## src/rtl/eth_pcs_pkg.sv

```systemverilog
// Shared 40GBASE-R PCS definitions: sync headers, alignment-marker patterns and
// marker cadence default, used by both the TX alignment generator and RX lock.
package eth_pcs_pkg;

  typedef enum logic [1:0] {
    S_CTRL = 2'b01,
    S_DATA = 2'b10
  } sync_hdr_e;

  // Marker bytes M0..M2; M4..M6 on the wire are their bitwise complements.
  typedef struct packed {
    logic [7:0] m0;
    logic [7:0] m1;
    logic [7:0] m2;
  } am_pattern_t;

  localparam am_pattern_t AM_LANE_PATTERN [4] = '{
    '{m0: 8'h90, m1: 8'h76, m2: 8'h47},
    '{m0: 8'hF0, m1: 8'hC4, m2: 8'hE6},
    '{m0: 8'hC5, m1: 8'h65, m2: 8'h9B},
    '{m0: 8'hA2, m1: 8'h79, m2: 8'h3D}
  };

  localparam int AM_INTERVAL_DEFAULT = 16384;

  typedef enum logic [1:0] {
    AM_FIND    = 2'd0,
    AM_CONFIRM = 2'd1,
    AM_LOCKED  = 2'd2
  } am_state_e;

endpackage

```

## src/rtl/am_matcher.sv

```systemverilog
// Combinational alignment-marker detector: reports whether a 66-bit block is a
// marker for any of the four logical lanes, and which one.
module am_matcher
  import eth_pcs_pkg::*;
(
  input  logic [65:0] block_in,
  output logic        hit,
  output logic [1:0]  hit_lane
);

  am_pattern_t rx_pat;
  am_pattern_t rx_pat_inv;
  logic        unused_bip;

  assign rx_pat     = '{m0: block_in[9:2],   m1: block_in[17:10], m2: block_in[25:18]};
  assign rx_pat_inv = '{m0: block_in[41:34], m1: block_in[49:42], m2: block_in[57:50]};
  // BIP bytes carry per-period parity and never take part in matching.
  assign unused_bip = ^{block_in[65:58], block_in[33:26]};

  always_comb begin
    hit      = 1'b0;
    hit_lane = 2'd0;
    if (block_in[1:0] == S_CTRL) begin
      for (int l = 0; l < 4; l++) begin
        if (rx_pat == AM_LANE_PATTERN[l] && rx_pat_inv == ~AM_LANE_PATTERN[l]) begin
          hit      = 1'b1;
          hit_lane = 2'(l);
        end
      end
    end
  end

endmodule

```

## src/rtl/am_lock.sv

```systemverilog
// Per-lane RX alignment-marker lock: finds markers, confirms their cadence,
// reports lock plus logical lane ID, and flags marker blocks one cycle later.
module am_lock
  import eth_pcs_pkg::*;
#(
  parameter int AM_INTERVAL      = AM_INTERVAL_DEFAULT,
  parameter int AM_INVALID_LIMIT = 4
) (
  input  logic        core_clk,
  input  logic        core_reset,
  input  logic        block_locked,
  input  logic        block_valid,
  input  logic [65:0] block_in,
  output logic [65:0] block_out,
  output logic        block_out_valid,
  output logic        am_strobe,
  output logic        am_locked,
  output logic [1:0]  lane_id
);

  localparam int CW = $clog2(AM_INTERVAL);
  localparam int IW = $clog2(AM_INVALID_LIMIT + 1);
  localparam logic [CW-1:0] CNT_LAST  = CW'(AM_INTERVAL - 1);
  localparam logic [IW-1:0] INVLD_MAX = IW'(AM_INVALID_LIMIT);

  am_state_e   state_q, state_d;
  logic [CW-1:0] cnt_q, cnt_d;
  logic [IW-1:0] invld_q, invld_d, invld_inc;
  logic [1:0]  cand_q, cand_d;
  logic [1:0]  lane_id_q, lane_id_d;
  logic        am_locked_q, am_locked_d;
  logic        am_strobe_q, am_strobe_d;
  logic        bov_q, bov_d;
  logic [65:0] block_out_q, block_out_d;
  logic        hit;
  logic [1:0]  hit_lane;
  logic        at_expected;

  am_matcher u_matcher (
    .block_in (block_in),
    .hit      (hit),
    .hit_lane (hit_lane)
  );

  assign at_expected = (cnt_q == CNT_LAST);
  assign invld_inc   = invld_q + 1'b1;

  always_comb begin
    state_d     = state_q;
    cnt_d       = cnt_q;
    invld_d     = invld_q;
    cand_d      = cand_q;
    lane_id_d   = lane_id_q;
    am_locked_d = am_locked_q;
    am_strobe_d = 1'b0;
    bov_d       = block_valid & block_locked;
    block_out_d = block_in;

    // Losing block lock dominates everything, including a marker hit.
    if (!block_locked) begin
      state_d     = AM_FIND;
      cnt_d       = '0;
      invld_d     = '0;
      am_locked_d = 1'b0;
      lane_id_d   = 2'd0;
    end else if (block_valid) begin
      case (state_q)
        AM_FIND: begin
          cnt_d = '0;
          if (hit) begin
            cand_d      = hit_lane;
            am_strobe_d = 1'b1;
            state_d     = AM_CONFIRM;
          end
        end
        AM_CONFIRM: begin
          if (at_expected) begin
            cnt_d = '0;
            if (hit && hit_lane == cand_q) begin
              state_d     = AM_LOCKED;
              am_locked_d = 1'b1;
              lane_id_d   = cand_q;
              am_strobe_d = 1'b1;
              invld_d     = '0;
            end else begin
              state_d = AM_FIND;
            end
          end else begin
            cnt_d = cnt_q + 1'b1;
          end
        end
        AM_LOCKED: begin
          if (at_expected) begin
            cnt_d       = '0;
            am_strobe_d = 1'b1;
            if (hit && hit_lane == lane_id_q) begin
              invld_d = '0;
            end else if (invld_inc == INVLD_MAX) begin
              state_d     = AM_FIND;
              am_locked_d = 1'b0;
              lane_id_d   = 2'd0;
              invld_d     = '0;
            end else begin
              invld_d = invld_inc;
            end
          end else begin
            cnt_d = cnt_q + 1'b1;
          end
        end
        default: state_d = AM_FIND;
      endcase
    end
  end

  always_ff @(posedge core_clk or posedge core_reset) begin
    if (core_reset) begin
      state_q     <= AM_FIND;
      cnt_q       <= '0;
      invld_q     <= '0;
      cand_q      <= 2'd0;
      lane_id_q   <= 2'd0;
      am_locked_q <= 1'b0;
      am_strobe_q <= 1'b0;
      bov_q       <= 1'b0;
      block_out_q <= '0;
    end else begin
      state_q     <= state_d;
      cnt_q       <= cnt_d;
      invld_q     <= invld_d;
      cand_q      <= cand_d;
      lane_id_q   <= lane_id_d;
      am_locked_q <= am_locked_d;
      am_strobe_q <= am_strobe_d;
      bov_q       <= bov_d;
      block_out_q <= block_out_d;
    end
  end

  assign block_out       = block_out_q;
  assign block_out_valid = bov_q;
  assign am_strobe       = am_strobe_q;
  assign am_locked       = am_locked_q;
  assign lane_id         = lane_id_q;

endmodule
```

## config.mk

```make
export PLATFORM = sky130hd
export DESIGN_NAME = am_lock
export DESIGN_NICKNAME = d
export VERILOG_FILES = /design/src/rtl/eth_pcs_pkg.sv /design/src/rtl/am_matcher.sv /design/src/rtl/am_lock.sv
export SDC_FILE = /design/constraint.sdc
export NUM_CORES = 1
export LEC_CHECK = 0
export CAP_MARGIN = 10
export CORE_MARGIN = 2
export CORE_UTILIZATION = 40
export DETAILED_ROUTE_END_ITERATION = 8
export PLACE_DENSITY_LB_ADDON = 0.15
export SLEW_MARGIN = 15
export SYNTH_ARGS = -nofsm -noshare
export SYNTH_HDL_FRONTEND = slang
export SYNTH_SLANG_ARGS = --single-unit
export TNS_END_PERCENT = 100
```

## constraint.sdc

```tcl
create_clock -name core_clk -period 6.35 [get_ports core_clk]
set_input_delay 1.27 -clock core_clk [delete_from_list [all_inputs] [get_ports core_clk]]
set_output_delay 1.27 -clock core_clk [all_outputs]
set_load 0.005 [all_outputs]
```

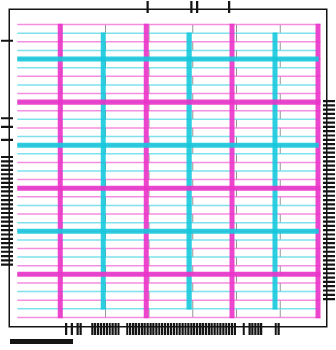
(PDN straps and rails)
Bar = 20 um. Pins as bars on the die edge. Tap cells in gray.
[magenta] VSS
[cyan] VDD
signal pins: 141
tap cells: 108
met1 rails: 35
maximum vdd drop: 0.102 mV
core area: 8810 um2
die extent in y: 99.8 um
die width: 99.8 um

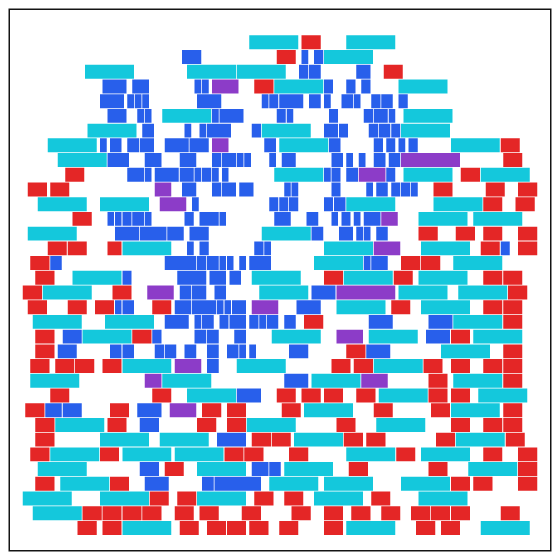
(cell classes on the final placement)
[red] remaining buffers and delay cells | cells: 141 | share of their area: 27%
[cyan] registers | cells: 92 | share of their area: 43%
[blue] remaining logic cells | cells: 202 | share of their area: 26%
[purple] clock drivers and dummy loads | cells: 16 | share of their area: 4.4%

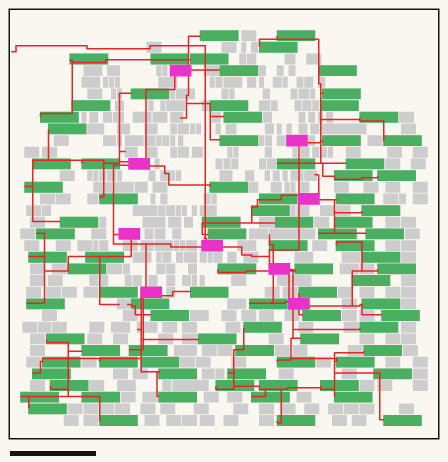
(clock network drawn from the DEF)
Bar = 20 um.
[red] clock wires | length: 1150 um
[green] flip-flops | count: 92
[magenta] clock-net drivers | count: 9
routed clock nets: 10
flops lie: all over the die

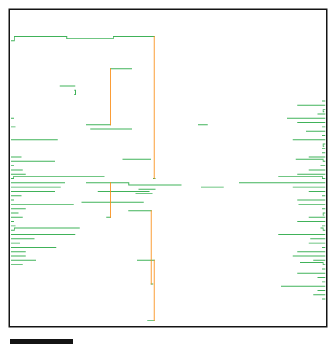
(signal wires by layer)
Bar = 20 um. Only two layers are drawn.
[green] M3 | wire length: 692 um
[orange] M4 | wire length: 116 um

## per-stage QoR
stage          worst slack (ps)  area [um2]  total power, mW
3_5_place_dp               2330        5210            0.754
5_1_grt                    2420        5440             1.24
2_1_floorplan              2690        3670            0.651
4_1_cts                    2700        5440             1.21
6_report                   2680        5440             1.19
3_3_place_gp               2390        5210            0.753
## state kept, by name, summed over array words and instances, names as in the netlist
register and count:
am_strobe 1, lane_id 2, block_out_valid 1, invld_q 3, block_out 66, state_q 2
cand_q 2, am_locked 1, cnt_q 14
## cell type report
class / instances / area, um2
inverter: 9 / 35.0
clock inverter: 6 / 95.1
tap: 108 / 135
fill: 711 / 3370
multi-input combinational: 193 / 1330
sequential: 92 / 2300
timing repair buffer: 141 / 1410
clock buffer: 10 / 138
==> results_slide.txt <==
Physical Implementation Snapshot

Place
  • Number of port buffers: 140
  • DP Wirelength: 6.99 mm
  • Placed Cells: 543
  • RePlAce Congestion: 0.783

Pwr
  • Leakage power: 2.23 nW
  • Combinational Power Share: 10.8%
  • PD cells: 219 nW/um2
  • Clock share of power: 37.8%
  • Flop pwr share: 51.3%
  • Seq power: 612 uW
  • Switching Share: 22.5%
  • Comb pwr: 129 uW
  • Top power group: registers
  • Int Pwr: 924 uW
  • Total net switching power: 268 uW
  • Clk pwr: 451 uW

GRT
  • GRT busiest layer: met2
  • Met2 global-route usage: 31.4%
  • GR Util met1: 24.4%
  • Initial antenna violation count: 0
  • Grt ovf: 0
  • Global-route wire length before repair: 14.7 mm
  • GRT Util Overall: 19.1%
  • M3 GR Usage: 5.29%
  • Pin count of the biggest net entering global routing: 53
  • Vias in the first global route: 2929

Layout
  • Antenna diodes: 0
  • Fin nets: 523
  • Layout cell share with drive strength beyond 1: 8.87%
  • Layout area overhead: 48.1%
  • Most frequent cells in the layout: clkdlybuf4s50_1 (140), dfrtp_1 (92), nand2_1 (30)
  • Fin util: 61.8%
  • Layout Cells excl Fill: 559
  • Dominant logic cell type in the layout: clkdlybuf4s50_1

Yosys
  • XOR Share, Synth: 1.40%
  • Cell Area, Synth: 3670 um2
  • Synth mux share: 1.98%
  • Mapped Cells: 297
  • Post-synthesis chip area from yosys: 3670 um2
  • Ys flop type: dfrtp_1
  • Yosys warns: 0
  • Compound-Gate Fraction of Synth Area: 9.13%
  • Seq cells post-synth: 92
  • Yosys adder share: 2.39%
  • Async SR Flop Fraction: 100%
  • EDFF count, synth: 0
  • Nets at Floorplan: 374
  • # Cells Yosys: 297
  • Dominant comb cell: simple AND/OR/NAND/NOR gates
  • Seq/Total Area, Yosys: 62.7%
  • Count leader, synth: dfrtp_1
  • Post-synth top area share: 62.7%
  • Post-Synth Simple-Gate Area: 21.2%
  • Avg Inst Size Synth: 12.4 um2
  • Post-synth top cells: dfrtp_1 (92), nand2_1 (30), o21ai_0 (19), nand3_1 (16), nor2_1 (16)
  • Cell taking the most area after synthesis: dfrtp_1
  • Top cells, area: dfrtp_1 (63%), nand2_1 (3.1%), o21ai_0 (2.6%)
  • Distinct cells, synth: 49

Worst hold path
  • Origin of the worst min-delay path: cnt_q[13]
  • Hold path endpoint: cnt_q[13]
  • Hold Crit Class: flop to flop
  • Hold depth: 1

Route
  • Top sig layer: met4
  • Met2 routed WL: 4.33 mm
  • Drt first pass iters: 4
  • Vias per inst: 5.18
  • WL met3: 691 um
  • M1 WL: 3.97 mm
  • Via count: 2897
  • 1st-iter DRT viols: 94
  • Average routed wire per standard cell: 16.3 um
  • Total Wirelength: 9.11 mm
  • Post-DRT Antenna Nets: 0
  • Post-route DRC: 0

Clock tree
  • Setup bufs post-CTS: 0
  • CTS Buffer Depth: 2
  • Clock Pin Slew Worst Setup and Hold Paths: 90 ps
  • Root Buffer: clkbuf_8
  • CTS H-tree depth: 3
  • CTS Sinks: 92
  • Worst skew pair latency: 350 ps
  • Num CTS Buffers: 9
  • Hold buffer count at CTS: 0
  • TritonCTS clock tree: done
  • Resized cells post-CTS: 0

Final timing
  • Sum Neg Setup Slack: 0 ps
  • Worst slew pin tran: 761 ps
  • Relative slew margins: 48.7%
  • Fmax: 273 MHz
  • Hold_ws: 475 ps
  • Endpoints failing hold: 0
  • RSZ-0062 raised after global routing: no
  • Cycle use final: 57.7%
  • Final Setup Violations: 0
  • Skew final: 7.11 ps
  • Final Max Slew Viols: 0
  • Final Critical Period: 3670 ps

Critical path
  • Buf+Inv Stages, Crit Path: 1
  • Reg2reg start: cnt_q[0]
  • Startpoint Class: input port
  • Critical R2R Capture: invld_q[1]
  • Family with the most delay on the worst path: simple AND/OR/NAND/NOR gates
  • R2R setup slack: 3990 ps
  • CP Max Fanout: 4
  • Setup CP Type: input port to flop
  • Critical Path, Cell by Cell: clkdlybuf4s50_1 > nor4b_1 > nand4_1 > nor4_1 > o31ai_1 > a311oi_2 > a21oi_2 > o21ai_2 > mux2_1
  • Crit-path slowest cell: nor4b_1
  • CP Capture Type: flop
  • Setup crit end: invld_q[1]
  • Worst Setup SP: block_in[6]
  • CP Data Required Time: 6590 ps
  • Worst R2R Path Depth: 6
  • Arrival time at the worst endpoint: 3900 ps
  • Delay of the slowest critical-path stage: 450 ps
  • Crit path depth: 9

Flow run
  • Max Cap Viol: 0
  • OpenROAD warning count: 30

Die
  • Num ports: 141
  • Core Rows: 34
  • Total die area: 9960 um2
  • Initial Util: 41.7%

Run status
  • Outcome: finished, final reports clean
Power is estimated from default activity; no workload was simulated.
